## config.mk

```make
export PLATFORM = sky130hd
export DESIGN_NAME = core_ctrl_multi
export DESIGN_NICKNAME = d
export VERILOG_FILES = /design/src/rtl/core_ctrl_multi_pkg.sv /design/src/rtl/core_ctrl_multi_chan.sv /design/src/rtl/core_ctrl_multi.sv
export SDC_FILE = /design/constraint.sdc
export NUM_CORES = 1
export LEC_CHECK = 0
export CAP_MARGIN = 20
export CORE_AREA = 2 2 39 41
export DETAILED_ROUTE_END_ITERATION = 12
export DIE_AREA = 0 0 41 43
export PLACE_DENSITY = 0.66
export RECOVER_POWER = 50
export SYNTH_ARGS = -nofsm -noshare
export SYNTH_HDL_FRONTEND = slang
export SYNTH_SLANG_ARGS = --single-unit
```

## constraint.sdc

```tcl
create_clock -name clk_i -period 1.4 [get_ports clk_i]
set_input_delay 0.14 -clock clk_i [delete_from_list [all_inputs] [get_ports clk_i]]
set_output_delay 0.14 -clock clk_i [all_outputs]
set_load 0.02 [all_outputs]
```

## src/rtl/core_ctrl_multi_pkg.sv

```systemverilog
// Shared definitions for the per-core clock-gate / reset sequencer.
package core_ctrl_multi_pkg;

    // Channel sequencing states.
    typedef enum logic [1:0] {
        ST_OFF   = 2'd0,
        ST_START = 2'd1,
        ST_RUN   = 2'd2,
        ST_STOP  = 2'd3
    } state_t;

    // Counter width that can hold the larger of the two delay terminal values.
    function automatic int cnt_w(input int rst_delay, input int stop_delay);
        int max_delay;
        max_delay = (rst_delay > stop_delay) ? rst_delay : stop_delay;
        return $clog2(max_delay + 1);
    endfunction

endpackage

```

## src/rtl/core_ctrl_multi_chan.sv

```systemverilog
// One core channel: enable synchroniser, power sequencing FSM with delay
// counter, glitch-free clock gate and core reset synchroniser.
module core_ctrl_multi_chan
    import core_ctrl_multi_pkg::*;
#(
    parameter int RST_DELAY  = 8,
    parameter int STOP_DELAY = 4
) (
    input  logic clk_i,
    input  logic reset_n_i,
    input  logic core_en_i,
    output logic clk_core_o,
    output logic reset_core_n_o,
    output logic core_running_o,
    output logic core_busy_o
);

    localparam int               CNT_W     = cnt_w(RST_DELAY, STOP_DELAY);
    localparam logic [CNT_W-1:0] RST_LAST  = CNT_W'(RST_DELAY - 1);
    localparam logic [CNT_W-1:0] STOP_LAST = CNT_W'(STOP_DELAY - 1);
    localparam logic [CNT_W-1:0] CNT_ONE   = CNT_W'(1);

    logic             en_p0;
    logic             en_s;
    state_t           state_q;
    state_t           state_d;
    logic [CNT_W-1:0] cnt_q;
    logic [CNT_W-1:0] cnt_d;
    logic             clk_en_q;
    logic             rst_n_int_q;
    logic             rst_p0;
    logic             rst_p1;

    // Two-flop synchroniser for the asynchronous enable request.
    always_ff @(posedge clk_i or negedge reset_n_i) begin
        if (!reset_n_i) begin
            en_p0 <= 1'b0;
            en_s  <= 1'b0;
        end else begin
            en_p0 <= core_en_i;
            en_s  <= en_p0;
        end
    end

    // Next-state and counter logic; counters stop at their terminal value
    // because the state always leaves on that cycle.
    always_comb begin
        state_d = state_q;
        cnt_d   = cnt_q;
        unique case (state_q)
            ST_OFF: begin
                cnt_d = '0;
                if (en_s) state_d = ST_START;
            end
            ST_START: begin
                if (!en_s) begin
                    state_d = ST_OFF;
                    cnt_d   = '0;
                end else if (cnt_q == RST_LAST) begin
                    state_d = ST_RUN;
                    cnt_d   = '0;
                end else begin
                    cnt_d = cnt_q + CNT_ONE;
                end
            end
            ST_RUN: begin
                cnt_d = '0;
                if (!en_s) state_d = ST_STOP;
            end
            ST_STOP: begin
                // The drain window always completes before the enable is looked at.
                if (cnt_q == STOP_LAST) begin
                    cnt_d   = '0;
                    state_d = en_s ? ST_START : ST_OFF;
                end else begin
                    cnt_d = cnt_q + CNT_ONE;
                end
            end
            default: begin
                state_d = ST_OFF;
                cnt_d   = '0;
            end
        endcase
    end

    // State, counter and registered clock-enable / internal reset.
    always_ff @(posedge clk_i or negedge reset_n_i) begin
        if (!reset_n_i) begin
            state_q     <= ST_OFF;
            cnt_q       <= '0;
            clk_en_q    <= 1'b0;
            rst_n_int_q <= 1'b0;
        end else begin
            state_q     <= state_d;
            cnt_q       <= cnt_d;
            clk_en_q    <= (state_d != ST_OFF);
            rst_n_int_q <= (state_d == ST_RUN);
        end
    end

`ifdef XILINX_FPGA
    assign clk_core_o = clk_i;
`else
    logic gate_en_q;

    // Enable captured while clk_i is low so the AND gate cannot glitch.
    always_ff @(negedge clk_i or negedge reset_n_i) begin
        if (!reset_n_i) gate_en_q <= 1'b0;
        else            gate_en_q <= clk_en_q;
    end

    assign clk_core_o = clk_i & gate_en_q;
`endif

    // Core reset: asserts asynchronously, releases after two core-clock edges.
    always_ff @(posedge clk_core_o or negedge rst_n_int_q) begin
        if (!rst_n_int_q) begin
            rst_p0 <= 1'b0;
            rst_p1 <= 1'b0;
        end else begin
            rst_p0 <= 1'b1;
            rst_p1 <= rst_p0;
        end
    end

    assign reset_core_n_o = rst_p1;
    assign core_running_o = (state_q == ST_RUN);
    assign core_busy_o    = (state_q == ST_START) || (state_q == ST_STOP);

endmodule

```

## src/rtl/core_ctrl_multi.sv

```systemverilog
// Per-core clock-gate and reset sequencer for a tile of NUM_CORES cores.
// Channels are independent; only clk_i and reset_n_i are shared.
module core_ctrl_multi
    import core_ctrl_multi_pkg::*;
#(
    parameter int NUM_CORES  = 1,
    parameter int RST_DELAY  = 8,
    parameter int STOP_DELAY = 4
) (
    input  logic                 clk_i,
    input  logic                 reset_n_i,
    input  logic [NUM_CORES-1:0] core_en_i,
    output logic [NUM_CORES-1:0] clk_core_o,
    output logic [NUM_CORES-1:0] reset_core_n_o,
    output logic [NUM_CORES-1:0] core_running_o,
    output logic [NUM_CORES-1:0] core_busy_o
);

    for (genvar g = 0; g < NUM_CORES; g++) begin : g_chan
        core_ctrl_multi_chan #(
            .RST_DELAY  (RST_DELAY),
            .STOP_DELAY (STOP_DELAY)
        ) u_chan (
            .clk_i          (clk_i),
            .reset_n_i      (reset_n_i),
            .core_en_i      (core_en_i[g]),
            .clk_core_o     (clk_core_o[g]),
            .reset_core_n_o (reset_core_n_o[g]),
            .core_running_o (core_running_o[g]),
            .core_busy_o    (core_busy_o[g])
        );
    end

endmodule
```

### Signal wires on met2, run 1

Drawn at 6 px/um. Cells faint in the background.
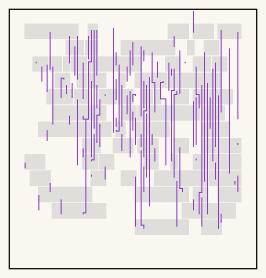
70 nets have wire on it. The layer holds 54% of the routed length. The wires run mostly vertical. The longest straight run is 22.1 um. The layer carries 641 um of wire.

### Wire density map, run 1

Drawn at 6 px/um. 8 x 9 tiles, from dark purple (low) to yellow (high), scaled to the fullest tile. Values are wire area over tile area, all layers added.
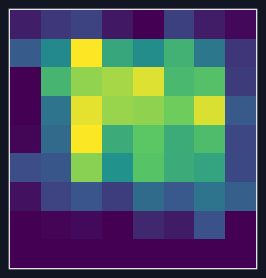
33% of the tiles are over half the peak. 22% of the tiles are nearly empty. The mean over all tiles is 0.11. The emptiest ninth of the die: south-west.

==> run summary, run 1 <==
Status on the layout run. The flow ran to the end, but the final reports show violations. The final reports fail on negative setup slack. Number of violations of the max-capacitance limit landed at 0. Cell area after layout landed at 818 sq um. Final-stage net count landed at 77.

The most frequently used library cell after synthesis is dfrtp_1. Count of cells along the worst register-to-register path landed at 3. Per the OpenROAD floorplan log, the area of the die is 1760 sq um.

Counting endpoints that fail hold in the final report gives 0. The critical path is of the flop to primary output type. Power density over the cells landed at 1880 nW/um^2.

The worst setup path is captured at a primary output. The HPWL after detailed placement is between 600 and 700 um. The number of antenna violations at the first check in global routing came to 0.

Summed over all layers, the routed wires come to approximately 1200 um. STA classifies the critical path startpoint as a flop. Setup total negative slack landed at -1440 ps.

The number of global-route vias before repair was between 400 and 500. Depth of the worst hold-timing path landed at 0. Final setup skew landed at around 120 ps. Number of instances in the synthesized netlist landed at 42. Data required time at the worst endpoint landed at 1260 ps.

Number of remaining DRC errors landed at 0. OpenROAD emitted warnings numbering 29. Register area share after synthesis landed at 61.6%. Warning count from the yosys run landed at 0. TritonCTS built the clock tree. In this run the layout overhead on the synthesized area is reported as 55.0%. Number of antenna cells inserted landed at 0.

Leakage power of the design landed at 0.400 nW. In the post-synthesis netlist, the biggest area contributors are dfrtp_1, dfrtn_1, nor3_2. After the first detailed-routing iteration, the DRC count stood at 4. Per the synthesis report, the adder-cell share of the synthesized area is 2.37%.

The layout summary lists the proportion of cells stronger than drive strength 1 as 43.1%. Across all hold checks on the routed design, the worst slack comes to about 360 ps. Yosys reports that the most numerous cell types are dfrtp_1, and2_1, a21oi_1, nor2_1, nor3_2. Mapped cell area landed at 528 sq um. The cell-mix breakdown from Yosys lists the simple-gate area share as 16.1%. At the pin with the least slew margin, the transition time is 564 ps. Maximum number of pins on one net before global-route repair landed at 11. Measured along the y axis, the die boundary spans 43 um.

The die is just over 40 um wide. Summed over all instances, the cell type with the most area after synthesis is dfrtp_1. Looking at the VDD voltage map, the peak drop is 1030 uV.

The signal on the critical path passes through and2_4 > buf_8 > buf_8. Post-route antenna net violation count landed at 0. Power consumption landed at 1.54 mW.

Number of distinct library cells after synthesis landed at 26. The timing report shows that the slowest cell on the worst path is dfrtn_1. Filler-free cell count of the finished design landed at around 90. The number of buffers and inverters on the critical path is 2. Setup repair after global routing could not meet its margin everywhere. Average detailed-routed wire length per instance landed at 13.4 um. Effective utilization at floorplan landed at 38.2%. In this run the most critical hold path is launched from g_chan[0].u_chan.en_p0$_DFF_PN0_. The stat command in Yosys gives a chip area of 528 sq um. Final worst-path setup slack landed at -897 ps.

Global-route congestion overflow total landed at 0. The routed layout has 426 vias. The most numerous cell type found on the critical path is buf_8. Worst endpoint data arrival time landed at around 2200 ps. The most used flip-flop cell after synthesis is dfrtp_1. Port buffering added 6 buffers. Including well taps, the total number of placed cells is 66. The final layout report lists a filler cell count of about 120. Final setup violation count landed at 5.

Top fanout value on the critical path landed at 2. Largest stage delay on the critical path landed at 390 ps. Detailed-routing iteration count for the pre-antenna-repair pass landed at 4.

Proportion of netlist area held by the largest area contributor landed at approximately 57%. Area after detailed placement landed at 628 sq um. For reference, compound AND-OR and OR-AND cells occupy between 10 and 15% of the area reported after synthesis. Total number of placement rows landed at 14. Per-instance average area after synthesis landed at approximately 13 sq um. For this design the top-level I/O count stands at 7. The synthesis stat section lists a flop and latch total of 13. First-pass GRT wire length landed at 1890 um.

Dividing the detail-routed via count by the number of cells gives 4.84. Post-synthesis mux area share landed at 2.13%. Headroom to the max-slew limit came out at between 60% and 70%.

In this design, the largest share of critical-path delay is due to flip-flops. After Yosys synthesis, XOR and XNOR cells account for 3.32% of the synthesized area. Synthesized netlist net count landed at around 46.

The global routing report lists combined usage of all routing layers as between 10% and 20%. In this run the critical register-to-register path is captured at g_chan[0].u_chan.cnt_q[0]$_DFF_PN0_. The min-delay analysis places its worst path in the category flop to flop.

The worst register-to-register path has a setup slack of 160 ps.
### Met3 routing, run 1

Drawn at 12 px/um. Cells faint in the background.
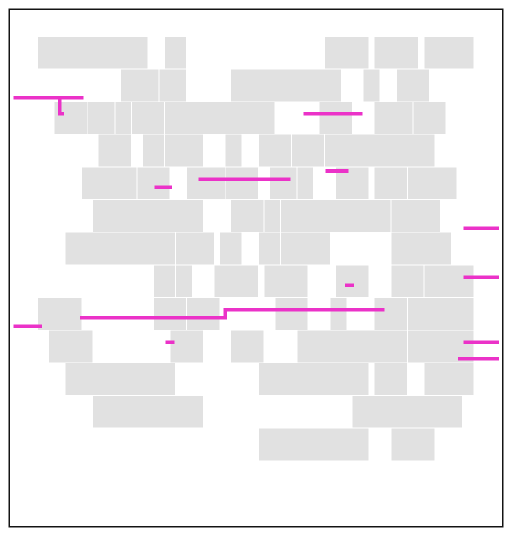
The longest straight run is 13.1 um. The layer holds 5.2% of the routed length.

### Cell classes on the final placement, run 1

Drawn at 12 px/um.
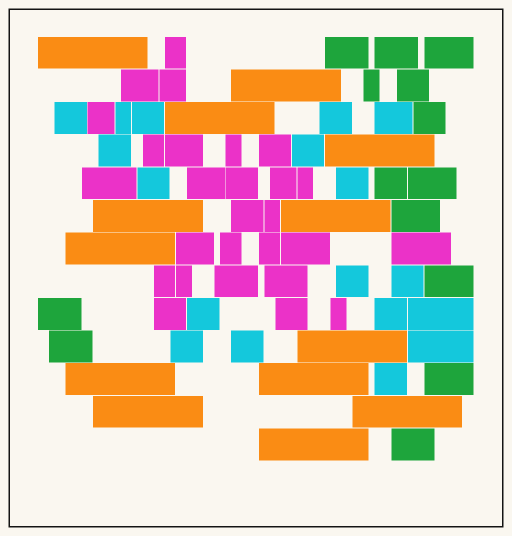
Key: magenta = all other logic [cells 27, share of their area 24%]; orange = flip-flops [cells 13, share of their area 41%]; green = other buffers and delay cells [cells 14, share of their area 17%]; cyan = clock drivers and dummy loads [cells 18, share of their area 18%]

[run 1: state kept, by name, summed over array words and instances (netlist names)]
register,flops
g_chan.u_chan.state_q,2
g_chan.u_chan.gate_en_q,1
g_chan.u_chan.rst_n_int_q,1
g_chan.u_chan.clk_en_q,1
g_chan.u_chan.cnt_q,4
g_chan.u_chan.en_p0,1
g_chan.u_chan.en_s,1
g_chan.u_chan.rst_p0,1
g_chan.u_chan.reset_core_n_o,1
[run 1: area by class of cell]
type,instances,area [sq um],share of cell area (%)
Sequential cell,13,325,39.8
Multi-Input combinational cell,26,194,23.7
Clock buffer,17,139,17.0
Timing Repair Buffer,14,133,16.2
Tap cell,16,20.0,2.45
Inverter,2,7.51,0.917
[run 1: cell usage in the layout (no fill, tap or decap), types with 2 or more instances in the layout]
cell and n:
buf_4 4, and2_1 2, dfrtp_1 12, buf_6 5
a21oi_1 2, nor2_1 2, buf_8 2, dlygate4sd3_1 5
nor3_2 2, clkbuf_1 2, clkbuf_4 13
[run 1: worst register-to-register path: stages (launching register included)]
cell      delay, ps
dfrtp_1         400
ha_1            250
and2b_1         210
a311oi_1        280
[run 1: per-stage QoR]
step | setup slack (ps) | util [%]
6_report | -897 | 59.1
5_1_grt | -954 | 59.1
4_1_cts | -938 | 58.2
3_5_place_dp | -536 | 45.4
3_3_place_gp | -517 | 45.4
2_1_floorplan | 7.41 | -
[run 1: logic make-up (layout without fill, tap and decap cells)]
group                    count (synthesis)  count (layout)
other                                    1               1
AND-OR/OR-AND                            9               9
adder cells (fa/ha/maj)                  1               1
flip-flops                              13              13
buffers and inverters                    3              33
AND/OR/NAND/NOR                         12              12
multiplexers                             1               1
XOR/XNOR                                 2               2
[run 1: where the power goes]
part / total [mW] / switching [mW] / internal, mW
Clock: 0.717 / 0.230 / 0.487
Sequential: 0.455 / 0.0432 / 0.412
Combinational: 0.363 / 0.170 / 0.193
Total: 1.54 / 0.444 / 1.09
[run 1: how the worst max path moves through the flow]
stage                                               from    endpoint  slack, ps  cells after the start
floorplan           g_chan[0].u_chan.gate_en_q$_DFF_NN0_  clk_core_o          7                      1
finish              g_chan[0].u_chan.gate_en_q$_DFF_NN0_  clk_core_o       -900                      3
CTS                 g_chan[0].u_chan.gate_en_q$_DFF_NN0_  clk_core_o       -940                      3
global route        g_chan[0].u_chan.gate_en_q$_DFF_NN0_  clk_core_o       -950                      3
global placement    g_chan[0].u_chan.gate_en_q$_DFF_NN0_  clk_core_o       -520                      2
detailed placement  g_chan[0].u_chan.gate_en_q$_DFF_NN0_  clk_core_o       -540                      2
[run 1: timing repair]
| item | in CTS | in global routing |
|---|---|---|
| endpoints found under the setup margin | 5 | 5 |
| endpoints found under the hold margin | 13 | 0 |
| pin swaps | 1 | 1 |
| gates resized | 27 | 3 |
| buffers inserted | 3 | 1 |
| hold buffers | 3 | 0 |
[run 1: metal layers]
metal	vias to the layer above	share of wire, %	GRT usage (%)
met5	-	0	0
met4	0	3.4	24.0
met3	6	5.2	14.7
met2	15	54	24.7
met1	204	37	15.1
li1	201	-	-
--- run 2 (diff from run 1) ---
--- a/config.mk
+++ b/config.mk
@@ -9,7 +9,7 @@
 export CORE_AREA = 2 2 39 41
 export DETAILED_ROUTE_END_ITERATION = 12
 export DIE_AREA = 0 0 41 43
-export PLACE_DENSITY = 0.66
+export PLACE_DENSITY = 0.62
 export RECOVER_POWER = 50
 export SYNTH_ARGS = -nofsm -noshare
 export SYNTH_HDL_FRONTEND = slang
### Clock nets, run 2

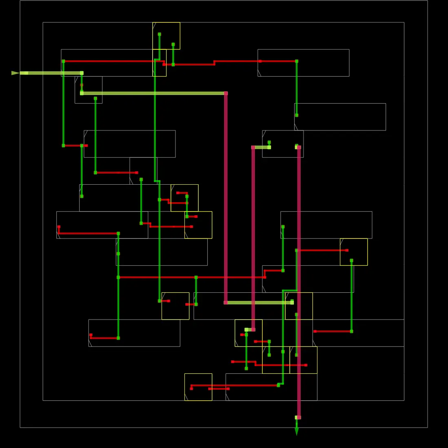
tally of clock buffers in the finished layout: 14
sequential cell count: 13

==> run 2 against run 1 <==
The run still ends with negative setup slack left. Sequential cell count stayed put. Combinational power is 21% lower. Count of clock-buffer cells in the layout is 3 lower. Worst setup slack better by 180 ps. Cell area is 8.4% lower. Critical path depth is 1 lower.
==> run summary, run 2 <==
Status on the layout run. dfrtp_1 takes more of the synthesized area than any other cell. The register-to-register setup slack was 200 ps (+40 ps). Last weighted congestion value of the routability-driven placer landed at 0.815.

The filler-free cell count of the finished design is 83 (-5.7%). The final setup skew is 103 ps (-14.2 ps). The setup total negative slack was -848 ps (+595 ps). Die outline area landed at 1760 sq um (unchanged). Number of buffer cells added on primary ports landed at 6 (unchanged). Share of final-layout standard cells stronger than drive strength 1 landed at 38.8% (-4.2 points). The slowest stage of the critical path belongs to the cell dfrtn_1. The effective utilization at floorplan is 38.2% (unchanged). Largest stage delay on the critical path landed at 390 ps (about the same). The number of instances in the placed design was 66 (unchanged). The number of global-route vias before repair is 440 (-9.7%). The main area contributors are dfrtp_1, dfrtn_1, nor3_2. The proportion of total power due to net switching is 29.3% (+0.36 points).

Total tool warning count landed at 29 (unchanged). Data required time at the worst endpoint landed at 1260 ps (about the same). In the synthesized netlist the dominant register cell turns out to be dfrtp_1. The number of top-level pins came to 7 (unchanged). Worst-margin pin slew landed at 526 ps (-38.0 ps). The maximum number of pins on one net before global-route repair was 11 (unchanged). Detailed-routing iteration count for the pre-antenna-repair pass landed at 4 (unchanged). Register area share after synthesis landed at 61.6% (unchanged).

Number of antenna violations at the first check in global routing landed at 0 (unchanged). Detailed placer's ending HPWL landed at 604 um (-9.8%). Warning count from the yosys run landed at 0 (unchanged). The die boundary width is 41 um (unchanged). The height of the die was 43 um (unchanged).

Layout overhead on the synthesized area landed at 41.9%. Number of instances in the synthesized netlist landed at 42 (unchanged). First-pass GRT wire length landed at 1670 um (-12%). Post-detailed-route via-to-cell ratio landed at 4.70 (-2.9%). g_chan.u_chan.cnt_q holds more flip-flops than any other register. Number of distinct library cells after synthesis landed at 26 (unchanged). The synthesized netlist net count was 46 (unchanged).

The core region is 1380 sq um. The total wire length after detailed routing is 987 um (-16%). The peak supply drop is 663 uV (-35%). Per the cell usage report, the commonest logic cells after layout are clkbuf_4, dfrtp_1, dlygate4sd3_1, buf_4. Hold analysis lists the worst path endpoint as g_chan[0].u_chan.reset_core_n_o$_DFF_PN0_.

Switching power landed at 389 uW (-12%). Area after detailed placement landed at 628 sq um (unchanged). Top fanout value on the critical path landed at 2 (unchanged). In this run the worst hold path is classified as flop to flop. The endpoint identified for the worst register-to-register timing path is g_chan[0].u_chan.cnt_q[1]$_DFF_PN0_. Post-synth tally of flip-flops with integrated enable landed at 0. The worst setup path is captured at a primary output. The number of violations of the max-capacitance limit is 0 (unchanged).

Mapped cell area landed at 528 sq um (unchanged). Proportion of netlist area held by the largest area contributor landed at 56.9% (unchanged). Total count of max-transition violations in the final report landed at 0. The count of cells along the worst register-to-register path is 4 (+1). Number of synthesized register bits landed at 13 (unchanged). Combined buffer and inverter count along the critical path landed at 1 (-1). Depth of the worst hold-timing path landed at 0 (unchanged).

Worst endpoint data arrival time landed at 1980 ps (-180 ps). The per-instance average area after synthesis came to 12.6 sq um (unchanged). Per the timing report, the most critical flop-to-flop path originates at g_chan[0].u_chan.cnt_q[0]$_DFF_PN0_.

Number of endpoints with negative hold slack in the final report landed at 0 (unchanged). Clock slew at the register clock pins of the worst setup and hold paths landed at 50 ps. The final-stage net count came to 72 (-6.5%).

Total number of placement rows landed at 14 (unchanged). Internal cell power landed at 941 uW (-14%). Register share of total power landed at 34.1% (+4.4 points).

The worst setup path is launched from a flop. The final worst-path setup slack came to -717 ps (+180 ps). The portion of total power attributed to combinational logic was 21.6% (-2.0 points). Worst slew margin relative to its limit landed at 64.9% (+2.5 points).

Global-route congestion overflow total landed at 0 (unchanged). The final reports fail on negative setup slack. Yosys stat counts around 42 cells in the synthesized netlist. Area reported by Yosys stat landed at 528 sq um (unchanged). Of all flip-flops after synthesis, the portion carrying an async set or reset was 100%. Clock share of power landed at 44.3% (-2.4 points). The final setup violation count is 3 (-2). Number of remaining DRC errors landed at 0 (unchanged). Routed via count landed at 390 (-8.5%). The post-route antenna net violation count is 0 (unchanged). The run finished, with violations left. The critical path is of the flop to primary output type.

Setup repair after global routing could not meet its margin everywhere. Clock latency on the worst-skew pair landed at slightly below 700 ps. Flip-flop count of the largest register after layout landed at 4 (unchanged). In the post-synthesis netlist, the cell with the most instances is dfrtp_1. Listed in order, past its start point the critical path passes and2_4 > buf_6. TritonCTS built the clock tree.

Power density over the cells landed at 1770 nW/um^2 (-5.4%). Number of antenna cells inserted landed at 0 (unchanged). Sorting the synthesized cells by how often they occur yields dfrtp_1, and2_1, a21oi_1, nor2_1, nor3_2. The startpoint identified for the worst hold timing path is g_chan[0].u_chan.rst_p0$_DFF_PN0_.

The leakage power of the design came to 0.365 nW (-8.7%). The largest registers in the layout are g_chan.u_chan.cnt_q: 4 flops, g_chan.u_chan.state_q: 2 flops. Number of violations reported at the end of detailed-routing iteration 0 landed at 4 (unchanged). The kind of cell with the highest combined delay along the critical path is flip-flops. Aggregate global-route resource usage landed at 17.4% (-1.7 points).

Core utilization of the finished layout landed at 54.2% (-5.0 points). The average detailed-routed wire length per instance was 11.9 um (-11%). Cell area after layout landed at 749 sq um (-8.4%).
run 2: cell count changes in the layout (fill, tap and decap cells not counted):
cell / change
buf_6: -3
clkbuf_4: -1
buf_2: +2
buf_8: -2
buf_4: -1
run 2: power by group through the flow:
stage / Combinational (mW) / Clock [mW] / Sequential, mW
floorplan: 0.147 / 0.0522 / 0.479
global placement: 0.275 / 0.0741 / 0.460
detailed placement: 0.279 / 0.0741 / 0.463
CTS: 0.283 / 0.661 / 0.455
global route: 0.321 / 0.669 / 0.464
finish: 0.288 / 0.589 / 0.454
run 2: worst reg2reg max path: cells and delay by family (launching register included):
| family | cells | cell delay, ps |
|---|---|---|
| adder cells (fa/ha/maj) | 1 | 240 |
| AND-OR/OR-AND | 1 | 160 |
| AND/OR/NAND/NOR | 2 | 340 |
| flip-flops | 1 | 400 |
run 2: per-layer routing:
| layer | wire length (um) | vias to the layer above | global-route usage [%] | share of wire, % |
|---|---|---|---|---|
| li1 | - | 192 | - | - |
| met5 | 0 | - | 0 | 0 |
| met4 | 66 | 0 | 30.7 | 6.7 |
| met1 | 433 | 180 | 15.8 | 44 |
| met2 | 434 | 12 | 15.9 | 44 |
| met3 | 52 | 6 | 14.1 | 5.3 |
run 2: worst max-delay path by stage:
| stage | from | end | slack, ps | cells after the start |
|---|---|---|---|---|
| detailed placement | g_chan[0].u_chan.gate_en_q$_DFF_NN0_ | clk_core_o | -520 | 2 |
| global placement | g_chan[0].u_chan.gate_en_q$_DFF_NN0_ | clk_core_o | -520 | 2 |
| CTS | g_chan[0].u_chan.gate_en_q$_DFF_NN0_ | clk_core_o | -840 | 3 |
| global route | g_chan[0].u_chan.gate_en_q$_DFF_NN0_ | clk_core_o | -790 | 2 |
| finish | g_chan[0].u_chan.gate_en_q$_DFF_NN0_ | clk_core_o | -720 | 2 |
| floorplan | g_chan[0].u_chan.gate_en_q$_DFF_NN0_ | clk_core_o | 7 | 1 |
run 2: logic make-up after synthesis:
family / count (synthesis) / synth area share (%)
AND-OR/OR-AND: 9 / 11.6
XOR/XNOR: 2 / 3.32
adder cells (fa/ha/maj): 1 / 2.37
buffers and inverters: 3 / 2.13
flip-flops: 13 / 61.6
multiplexers: 1 / 2.13
other: 1 / 0.710
AND/OR/NAND/NOR: 12 / 16.1
run 2: final cells by class:
cell class | count | area, sq um
fill | 136 | 634
timing repair buffer | 12 | 97.6
sequential | 13 | 325
tap | 16 | 20.0
clock buffer | 14 | 105
multi-input combinational | 26 | 194
inverter | 2 | 7.51
run 2: repair_timing:
action | in CTS | in global routing
endpoints found under the setup margin | 5 | 3
pin swaps | 0 | 1
gates resized | 22 | 0
hold buffers | 3 | 0
hold endpoints to repair | 13 | 0
setup buffers | 0 | 1
run 2: through the flow:
step | total power, mW | hold WS (ps) | setup WS, ps
2_1_floorplan | 0.678 | -156 | 7.41
3_3_place_gp | 0.809 | 20.6 | -519
3_5_place_dp | 0.816 | 25.7 | -523
4_1_cts | 1.40 | 340 | -839
5_1_grt | 1.45 | 353 | -785
6_report | 1.33 | 341 | -717
No activity file was given, so power comes from the tool's default toggle rates.
